**config.mk**
```make
export PLATFORM = sky130hd
export DESIGN_NAME = song_reader
export DESIGN_NICKNAME = d
export VERILOG_FILES = /design/src/rtl/song_reader.sv
export SDC_FILE = /design/constraint.sdc
export NUM_CORES = 1
export LEC_CHECK = 0
export CAP_MARGIN = 25
export CORE_UTILIZATION = 43
export DETAILED_ROUTE_END_ITERATION = 6
export GPL_ROUTABILITY_DRIVEN = 0
export GPL_TIMING_DRIVEN = 1
export PLACE_DENSITY = 0.81
export SYNTH_ARGS = -nofsm -noshare
export SYNTH_HDL_FRONTEND = slang
export SYNTH_SLANG_ARGS = --single-unit
```
**constraint.sdc**
```tcl
create_clock -name clk -period 2.5 [get_ports clk]
set_clock_uncertainty 0.2 [all_clocks]
set_input_delay 0.25 -clock clk [delete_from_list [all_inputs] [get_ports clk]]
set_output_delay 0.25 -clock clk [all_outputs]
set_load 0.01 [all_outputs]
```
**src/rtl/song_reader.sv**
```systemverilog
// song_reader: steps through a song in an external synchronous note ROM, one note per
// ROM entry, with each note lasting a number of beat pulses. A zero duration ends the song.
//   clk         system clock
//   reset       asynchronous active-low reset
//   play        1 = playing, 0 = paused (freezes beat counting only)
//   song        song select, taken when new_song pulses
//   new_song    restart at note 0 of song; highest priority
//   beat        one-cycle beat pulse
//   rom_addr    {song_reg, index} into the note ROM
//   rom_data    {note, duration}, valid the cycle after rom_addr is captured
//   note        current note code
//   new_note    one-cycle strobe when note takes a new value
//   note_active a note is sounding and play is high
//   song_done   end of song reached
module song_reader #(
  parameter int ADDR_W = 7,
  parameter int NOTE_W = 6,
  parameter int DUR_W  = 6
) (
  input  logic                    clk,
  input  logic                    reset,
  input  logic                    play,
  input  logic [1:0]              song,
  input  logic                    new_song,
  input  logic                    beat,
  output logic [ADDR_W+1:0]       rom_addr,
  input  logic [NOTE_W+DUR_W-1:0] rom_data,
  output logic [NOTE_W-1:0]       note,
  output logic                    new_note,
  output logic                    note_active,
  output logic                    song_done
);
  typedef enum logic [2:0] {IDLE, FETCH, WAIT_ROM, PLAYING, DONE} state_t;
  state_t            state, state_nx;
  logic [1:0]        song_reg, song_nx;
  logic [ADDR_W-1:0] index, index_nx;
  logic [DUR_W-1:0]  dur_cnt, dur_nx;
  logic [NOTE_W-1:0] note_nx;
  logic              new_note_nx;
  logic [DUR_W-1:0]  rom_dur;
  logic [NOTE_W-1:0] rom_note;
  assign rom_dur     = rom_data[DUR_W-1:0];
  assign rom_note    = rom_data[NOTE_W+DUR_W-1:DUR_W];
  assign rom_addr    = {song_reg, index};
  assign note_active = (state == PLAYING) && play;
  assign song_done   = (state == DONE);
  always_comb begin
    state_nx    = state;
    song_nx     = song_reg;
    index_nx    = index;
    dur_nx      = dur_cnt;
    note_nx     = note;
    new_note_nx = 1'b0;
    if (new_song) begin
      state_nx = IDLE;
      song_nx  = song;
      index_nx = '0;
      dur_nx   = '0;
    end else begin
      case (state)
        IDLE:     state_nx = play ? FETCH : IDLE;
        FETCH:    state_nx = WAIT_ROM;
        WAIT_ROM: begin
          if (rom_dur == '0) begin
            state_nx = DONE;
          end else begin
            note_nx     = rom_note;
            dur_nx      = rom_dur;
            new_note_nx = 1'b1;
            state_nx    = PLAYING;
          end
        end
        PLAYING: begin
          // paused beats are dropped; the last index ends the song instead of wrapping
          if (beat && play) begin
            if (dur_cnt > DUR_W'(1)) dur_nx = dur_cnt - DUR_W'(1);
            else if (&index) state_nx = DONE;
            else begin
              index_nx = index + ADDR_W'(1);
              state_nx = FETCH;
            end
          end
        end
        DONE:    state_nx = DONE;
        default: state_nx = IDLE;
      endcase
    end
  end
  always_ff @(posedge clk or negedge reset) begin
    if (!reset) begin
      state    <= IDLE;
      song_reg <= '0;
      index    <= '0;
      dur_cnt  <= '0;
      note     <= '0;
      new_note <= 1'b0;
    end else begin
      state    <= state_nx;
      song_reg <= song_nx;
      index    <= index_nx;
      dur_cnt  <= dur_nx;
      note     <= note_nx;
      new_note <= new_note_nx;
    end
  end
endmodule

```
==> run_1/congestion_map.png <==
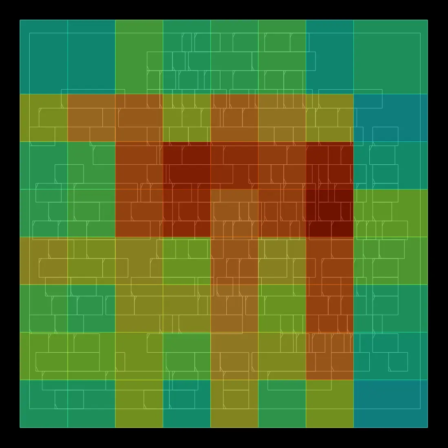
Top Usage Layer GRT: met2
wire per inst: 15.2 um

==> run_1/class_map.png <==
(6 px per um) Fill, decap, tap and diode cells in gray.
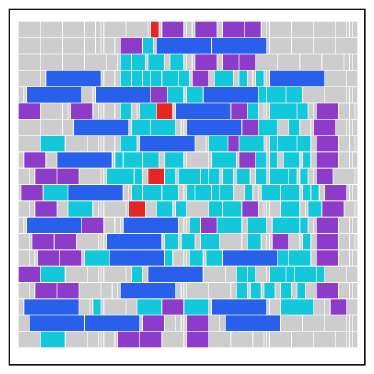
Key: cyan = remaining logic cells [cells 110, share of their area 40%]; red = clock drivers and dummy loads [cells 4, share of their area 1.4%]; blue = sequential cells [cells 25, share of their area 34%]; purple = remaining buffers and delay cells [cells 50, share of their area 25%]

==> run_1/gates.png <==
(6 px per um)
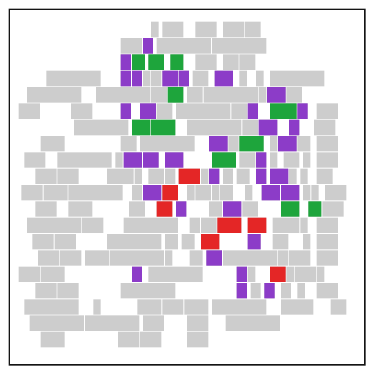
Key: green = and/or cells [cells 11, most used or4_4]; red = non-inverting ao/oa cells [cells 7, most used a21o_1, where center]; purple = aoi and oai cells [cells 34, most used a21oi_1]
most frequent logic cell in the layout: clkdlybuf4s50_1
fin cells: 233

==> run_1/sizing.png <==
(6 px per um)
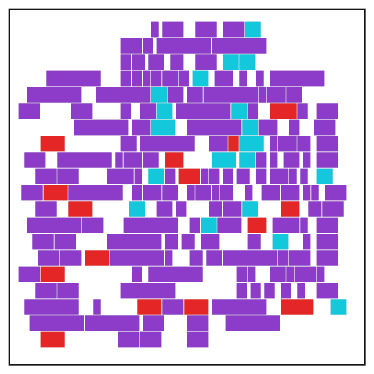
Key: purple = x1 and smaller [cells 155, share 82%]; red = x2 [cells 15, share 7.9%]; cyan = x3 and x4 [cells 19, share 10%]
Area growth, synth to finish: 37.4%
Setup WS post-layout: 0.0643 ns
fin area: 0.00192 mm^2
Non-clock buffers: 50

==> results.json, run 1 <==
{
  "run_status": "finished clean",
  "ys_types": 46,
  "largestRegisters": "index: 7 flops, dur_cnt: 6 flops, note: 6 flops",
  "ys_area_mm2": 0.00140,
  "n_antenna_cell": 0,
  "cts_buffers": 3,
  "antenna_found_initial": 0,
  "synth_nets": 164,
  "grt_max_degree": 26,
  "cts.sinks": 25,
  "place_ws_ns": 0.104,
  "cp_num_buf_inv": 0,
  "rr_worst_depth": 4,
  "via_count": 1332,
  "postCtsSetupRepairBufs": 0,
  "ys.flops": 25,
  "holdBufCountCts": 0,
  "finalClockPeriodUsage_pct": 97.4,
  "largest_reg_flops": 7,
  "syn_inst": 142,
  "critPathLaunchType": "register",
  "top_cells_by_area": "dfrtp_1 (45%), mux2_2 (6.4%), a21oi_1 (5.4%)",
  "cts_max_path_buffers": 2,
  "rr_endpoint": "index[3]$_DFFE_PN0P_",
  "power.total_w": 0.00102,
  "worst-setup-path-type": "reg2reg",
  "finalNetCount": 212,
  "ios": 37,
  "leakage_nw": 0.805,
  "cts_resized": 0,
  "vias_per_cell": 5.72,
  "grt_pass1_vias": 1264,
  "die_x_um": 59.0,
  "clkLatencyLatePin_ns": 0.31,
  "drcViolationCount": 0,
  "power.internal_w": 0.000725,
  "core_mm2": 0.00308,
  "post-route-util_pct": 62.4,
  "synth-cells-yosys": 142,
  "rr_startpoint": "dur_cnt[3]$_DFFE_PN0P_",
  "drive_gt1_share_pct": 18.0,
  "max-cap-violations": 0,
  "irDropWorstVdd_mv": 0.362,
  "fmax_mhz": 411,
  "required_ns": 2.55,
  "power.switching_w": 0.000291,
  "yosysTopAreaCellShare_pct": 44.8,
  "slew_headroom_pct": 61.3,
  "ant_nets": 0,
  "power.group.top": "sequential cells",
  "warning_count": 27,
  "dp_cells": 223,
  "ys_seq_share_pct": 44.8,
  "power.density_mw_per_mm2": 529,
  "cp.arrival_ns": 2.48,
  "switching_share_pct": 28.6,
  "clockPowerShare_pct": 17.3,
  "hold_slack_ns": 0.0857,
  "die_h_um": 59.0,
  "place_hpwl_mm": 2.53,
  "regMostFlops": "index",
  "floorplan.core_util_pct": 45.4,
  "h-tree-depth": 1,
  "overflow": 0,
  "largest_area_cell": "dfrtp_1",
  "grt_pass1_wl_mm": 5.62,
  "fp.dieArea_mm2": 0.00348,
  "crit_chain": "or4_4 -> or4_4 -> or4_1 -> a21oi_1",
  "pg_seq_w": 0.000501,
  "rsz0062_at_grt": "no",
  "pwr-share-comb_pct": 33.5
}
[run 1: placed cells by master (no fill, tap or decap), types with 6 or more instances in the layout]
master and n:
clkdlybuf4s50_1 36, dfrtp_1 25, a21oi_1 14, buf_4 13, nor2_1 10, inv_1 8
mux2_2 8, nand2_1 7, nand3_1 6
[run 1: logic make-up after synthesis]
logic type,Yosys count,share of synthesized area [%]
and+or+nand+nor,48,19.7
AOI/OAI and AO/OA,41,20.3
adders and majority gates,3,2.69
DFF,25,44.8
buffers and inverters,15,4.65
muxes,10,7.88
[run 1: worst reg2reg max path, cell delays in order (launching register included)]
cell and delay [ns]:
dfrtp_1 0.44, or4_4 0.53, or4_4 0.59, or4_1 0.48, a21oi_1 0.14
[run 1: metal layers]
metal	vias to the layer above	global-route usage, %	routed length (um)
met2	64	34.7	1730
li1	629	-	-
met5	-	0	0
met1	635	28.9	1520
met4	0	8.16	23
met3	4	3.93	278
[run 1: cell type report]
type	count	area (um^2)
fillers	275	1160
multi-input cells	102	721
flip-flops and latches	25	626
repair buffers	50	463
well taps	44	55.1
inverters	8	30.0
clock buffers	4	26.3
[run 1: worst max path at each step]
stage                                 startpoint  cells past startpoint                   end  slack [ns]
after floorplan           dur_cnt[3]$_DFFE_PN0P_                      6  index[2]$_DFFE_PN0P_        0.05
after global placement               rom_data[2]                      5   note[0]$_DFFE_PN0P_        0.14
after detailed placement             rom_data[2]                      5   note[4]$_DFFE_PN0P_        0.10
after CTS                 dur_cnt[3]$_DFFE_PN0P_                      4  index[5]$_DFFE_PN0P_        0.07
after global routing      dur_cnt[3]$_DFFE_PN0P_                      5  index[5]$_DFFE_PN0P_        0.01
final                     dur_cnt[3]$_DFFE_PN0P_                      4  index[3]$_DFFE_PN0P_        0.06
==> run 2, diff against run 1 <==
--- a/config.mk
+++ b/config.mk
@@ -5,12 +5,15 @@
 export SDC_FILE = /design/constraint.sdc
 export NUM_CORES = 1
 export LEC_CHECK = 0
+export ABC_AREA = 0
 export CAP_MARGIN = 25
+export CORE_ASPECT_RATIO = 0.9
 export CORE_UTILIZATION = 43
 export DETAILED_ROUTE_END_ITERATION = 6
 export GPL_ROUTABILITY_DRIVEN = 0
 export GPL_TIMING_DRIVEN = 1
 export PLACE_DENSITY = 0.81
+export SLEW_MARGIN = 0
 export SYNTH_ARGS = -nofsm -noshare
 export SYNTH_HDL_FRONTEND = slang
 export SYNTH_SLANG_ARGS = --single-unit
==> run_2/congestion_map.png <==
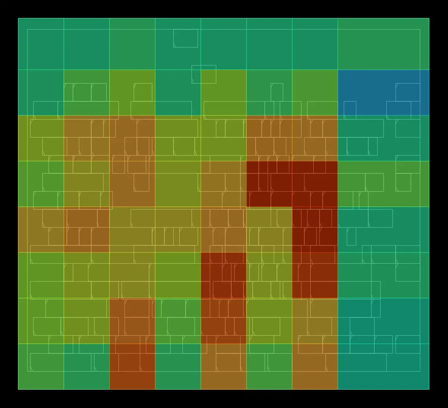
GR Util met3: 4.88%
total track usage: 22.1%
wire per inst: 15.0 um

==> run 2 against run 1 <==
Against the previous run: sequential power about the same; largest cell class unchanged; critical path depth unchanged; hold slack got worse by 0.025 ns; register-to-register slack barely moved; clock-buffer cell count down 1; cell area fell by 3.2%; synthesized cell count is the same; non-clock buffer count decreased by 7; maximum frequency increased by 0.58%.
==> results.json, run 2 <==
{
  "run_status": "finished clean",
  "regMostFlops": "index",
  "grt_max_degree": 26,
  "slew_headroom_pct": 60.9,
  "ys_types": 46,
  "cts_max_path_buffers": 2,
  "crit_path_start": "dur_cnt[5]$_DFFE_PN0P_",
  "fin_cells": 224,
  "critPathLaunchType": "register",
  "clkLatencyLatePin_ns": 0.33,
  "max-cap-violations": 0,
  "cp.arrival_ns": 2.50,
  "required_ns": 2.57,
  "grt_pass1_vias": 1341,
  "grt.busiest_layer": "met2",
  "via_count": 1283,
  "syn2layout_area_growth_pct": 33.0,
  "synth_nets": 164,
  "ios": 37,
  "core_mm2": 0.00307,
  "highest_layer": "met4",
  "yosysTopAreaCellShare_pct": 44.8,
  "place_hpwl_mm": 2.50,
  "place_ws_ns": 0.0368,
  "worst_slack_ns": 0.0783,
  "warning_count": 27,
  "syn_inst": 142,
  "n_antenna_cell": 0,
  "crit_path_end": "index[5]$_DFFE_PN0P_",
  "drive_gt1_share_pct": 13.2,
  "overflow": 0,
  "rr_endpoint": "index[5]$_DFFE_PN0P_",
  "dp_cells": 220,
  "largest_reg_flops": 7,
  "largest_area_cell": "dfrtp_1",
  "fp.dieArea_mm2": 0.00348,
  "rsz0062_at_grt": "no",
  "holdBufCountCts": 0,
  "top_cells_by_area": "dfrtp_1 (45%), mux2_2 (6.4%), a21oi_1 (5.4%)"
}
-- run 2: critical path, cell delays in order (launching register included) --
cell and delay (ns):
dfrtp_1 0.43, or4_1 0.56, or4_4 0.51, or4_1 0.52, a21oi_1 0.14
-- run 2: power by group --
part	internal, W	total, W	switching, W
Combinational	0.000190	0.000325	0.000134
Sequential	0.000462	0.000500	0.0000381
Clock	0.0000654	0.000199	0.000133
Total	0.000718	0.00102	0.000306
-- run 2: worst min-delay path by stage --
stage                                    from                      end  slack (ns)  depth (start not counted)
after detailed placement  note[3]$_DFFE_PN0P_      note[3]$_DFFE_PN0P_        0.30                          1
after global routing                    reset      note[3]$_DFFE_PN0P_        0.10                          2
after global placement    note[3]$_DFFE_PN0P_      note[3]$_DFFE_PN0P_        0.29                          1
after floorplan                         reset   dur_cnt[0]$_DFFE_PN0P_       -0.25                          0
after CTS                               reset      note[3]$_DFFE_PN0P_        0.06                          2
final                                   reset  song_reg[1]$_DFFE_PN0P_        0.06                          2
-- run 2: kinds of logic after synthesis --
family,after synthesis,synth area share (%)
buffers and inverters,15,4.65
flip-flops,25,44.8
AND-OR/OR-AND,41,20.3
adder cells (fa/ha/maj),3,2.69
multiplexers,10,7.88
AND/OR/NAND/NOR,48,19.7
-- run 2: final cells by class --
class	instances	area [um^2]
inverters	8	30.0
clock inverters	1	8.76
clock buffers	3	22.5
fillers	257	1210
well taps	42	52.6
flip-flops and latches	25	626
multi-input cells	102	707
repair buffers	43	413
-- run 2: per-stage QoR --
stage          cell area, um^2  util (%)
2_1_floorplan             1400         -
3_3_place_gp              1830      59.6
3_5_place_dp              1830      59.6
4_1_cts                   1860      60.6
5_1_grt                   1860      60.6
6_report                  1860      60.6
==> run 3, diff against run 2 <==
--- a/config.mk
+++ b/config.mk
@@ -9,9 +9,11 @@
 export CAP_MARGIN = 25
 export CORE_ASPECT_RATIO = 0.9
 export CORE_UTILIZATION = 43
+export CTS_CLUSTER_DIAMETER = 30
 export DETAILED_ROUTE_END_ITERATION = 6
 export GPL_ROUTABILITY_DRIVEN = 0
 export GPL_TIMING_DRIVEN = 1
+export MAX_ROUTING_LAYER = met4
 export PLACE_DENSITY = 0.81
 export SLEW_MARGIN = 0
 export SYNTH_ARGS = -nofsm -noshare
==> run_3/sizing.png <==
(6 px per um)
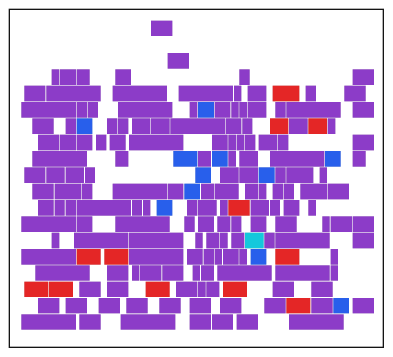
Key: red = x2 [cells 12, share 6.6%]; cyan = x6 and larger [cells 1, share 0.55%]; blue = x3 and x4 [cells 11, share 6.0%]; purple = x1 and smaller [cells 158, share 87%]

==> run 3 against run 2 <==
Against the previous run: clock power about the same; critical path depth unchanged; area after synthesis unchanged; maximum frequency unchanged; via count unchanged; non-clock buffer count unchanged.
==> results.json, run 3 <==
{
  "largest_reg_flops": 7,
  "power.switching_w": 0.000306,
  "holdBufCountCts": 0,
  "required_ns": 2.57,
  "switching_share_pct": 29.9,
  "seqCellArea_um2": 626,
  "clkTransAtPathRegs_ns": 0.15,
  "fp.dieArea_mm2": 0.00348,
  "post-route-util_pct": 60.6,
  "largestRegisters": "index: 7 flops, dur_cnt: 6 flops, note: 6 flops",
  "core_mm2": 0.00307,
  "io_buffers": 36,
  "synth_top_cell_by_count": "dfrtp_1",
  "drv_slew": 0,
  "top_cells_by_area": "dfrtp_1 (45%), mux2_2 (6.4%), a21oi_1 (5.4%)",
  "path_delay_family": "simple AND/OR/NAND/NOR gates",
  "overflow": 0,
  "powerClk_w": 0.000199,
  "syn2layout_area_growth_pct": 33.0,
  "power.group.top": "sequential cells",
  "crit_chain": "or4_1 -> or4_4 -> or4_1 -> a21oi_1",
  "logic_area_um2": 707,
  "worstMarginPinSlew_ns": 0.580,
  "edf_count": 0,
  "ios": 37,
  "post_drt_wl_per_cell_um": 15.0,
  "critPathLaunchType": "register",
  "slowest_stage": "or4_1",
  "floorplan.core_util_pct": 45.6,
  "h-tree-depth": 1,
  "p_comb_w": 0.000325,
  "max-cap-violations": 0,
  "pg_seq_w": 0.000500,
  "pwr-share-comb_pct": 31.7,
  "place_hpwl_mm": 2.50,
  "totalNegativeSetupSlack_ns": 0,
  "synth-async-reset-ratio_pct": 100,
  "finalHoldViolations": 0,
  "cts_max_path_buffers": 2,
  "drive_gt1_share_pct": 13.2,
  "leakage_nw": 0.773,
  "finalCriticalPeriod_ns": 2.42,
  "die_x_um": 62.1,
  "yosysTopAreaCellShare_pct": 44.8,
  "largest_area_cell": "dfrtp_1",
  "slew_headroom_pct": 61.0,
  "syn_inst": 142,
  "clkLatencyLatePin_ns": 0.33,
  "postCtsSetupRepairBufs": 0,
  "hold_class": "in2async",
  "grt_max_degree": 26,
  "slowest_delay_ns": 0.56,
  "cp.arrival_ns": 2.50,
  "first_iter_violations": 75,
  "run_status": "finished clean",
  "worst_path_most_repeated_cell": "or4_1",
  "synth_nets": 164,
  "cts_resized": 0,
  "grt_pass1_vias": 1341,
  "power.internal_w": 0.000718,
  "regMostFlops": "index",
  "clockPowerShare_pct": 19.4,
  "die_h_um": 56.1,
  "finalNetCount": 205,
  "vias_per_cell": 5.73,
  "fmax_mhz": 413,
  "n_antenna_cell": 0,
  "nFillCells": 257,
  "track_usage_pct": 22.7,
  "ys_area_mm2": 0.00140,
  "via_count": 1283,
  "irDropWorstVdd_mv": 0.436,
  "cp_num_buf_inv": 0,
  "wl_mm": 3.36,
  "pwr-share-seq_pct": 48.9,
  "end_kind": "register",
  "ys_types": 46,
  "final_cell_mix": "clkdlybuf4s50_1 (36), dfrtp_1 (25), a21oi_1 (15), nor2_1 (10)",
  "rsz0062_at_grt": "no",
  "warning_count": 27,
  "netlist_top_cells_count": "dfrtp_1 (25), a21oi_1 (15), nor2_1 (10)"
}
-- run 3: area by class of cell --
class	count	area share [%]
tap	42	2.83
multi-input combinational	102	38.0
timing repair buffer	43	22.2
sequential	25	33.6
inverter	8	1.62
clock inverter	1	0.471
clock buffer	3	1.21
-- run 3: kinds of logic after synthesis --
logic type      count (synthesis)  share of synthesized area (%)
fa+ha+maj                       3                           2.69
mux                            10                           7.88
compound gates                 41                           20.3
simple gates                   48                           19.7
buf+inv                        15                           4.65
flops                          25                           44.8
-- run 3: per-stage QoR --
step / instance area, um^2 / hold slack, ns / cells / setup slack [ns]
CTS: 1860 / 0.0634 / 224 / 0.0862
detailed placement: 1830 / 0.299 / 220 / 0.0368
floorplan: 1400 / -0.246 / 142 / 0.0534
finish: 1860 / 0.0603 / 224 / 0.0783
global placement: 1830 / 0.289 / 220 / 0.117
global route: 1860 / 0.102 / 224 / 0.0115
-- run 3: layer usage --
layer  share of wire, %  global-route usage (%)
met5                  0                       -
met4               0.83                    5.40
met3                4.9                    4.88
met2                 49                    37.1
met1                 46                    28.2
-- run 3: worst paths after layout --
kind                       cells after the start                 endpoint                   start  slack (ns)
hold reg to reg                                1     index[4]$_DFFE_PN0P_    index[4]$_DFFE_PN0P_        0.32
setup reg to reg                               4     index[5]$_DFFE_PN0P_  dur_cnt[5]$_DFFE_PN0P_        0.08
min in group clk                               2  song_reg[1]$_DFFE_PN0P_                 song[1]        0.32
max in group asynchronous                      2     index[4]$_DFFE_PN0P_                   reset        1.80
hold / removal                                 2  song_reg[1]$_DFFE_PN0P_                   reset        0.06
setup / recovery                               4     index[5]$_DFFE_PN0P_  dur_cnt[5]$_DFFE_PN0P_        0.08
Power figures rest on the tool's default switching activity, not on a simulated workload.
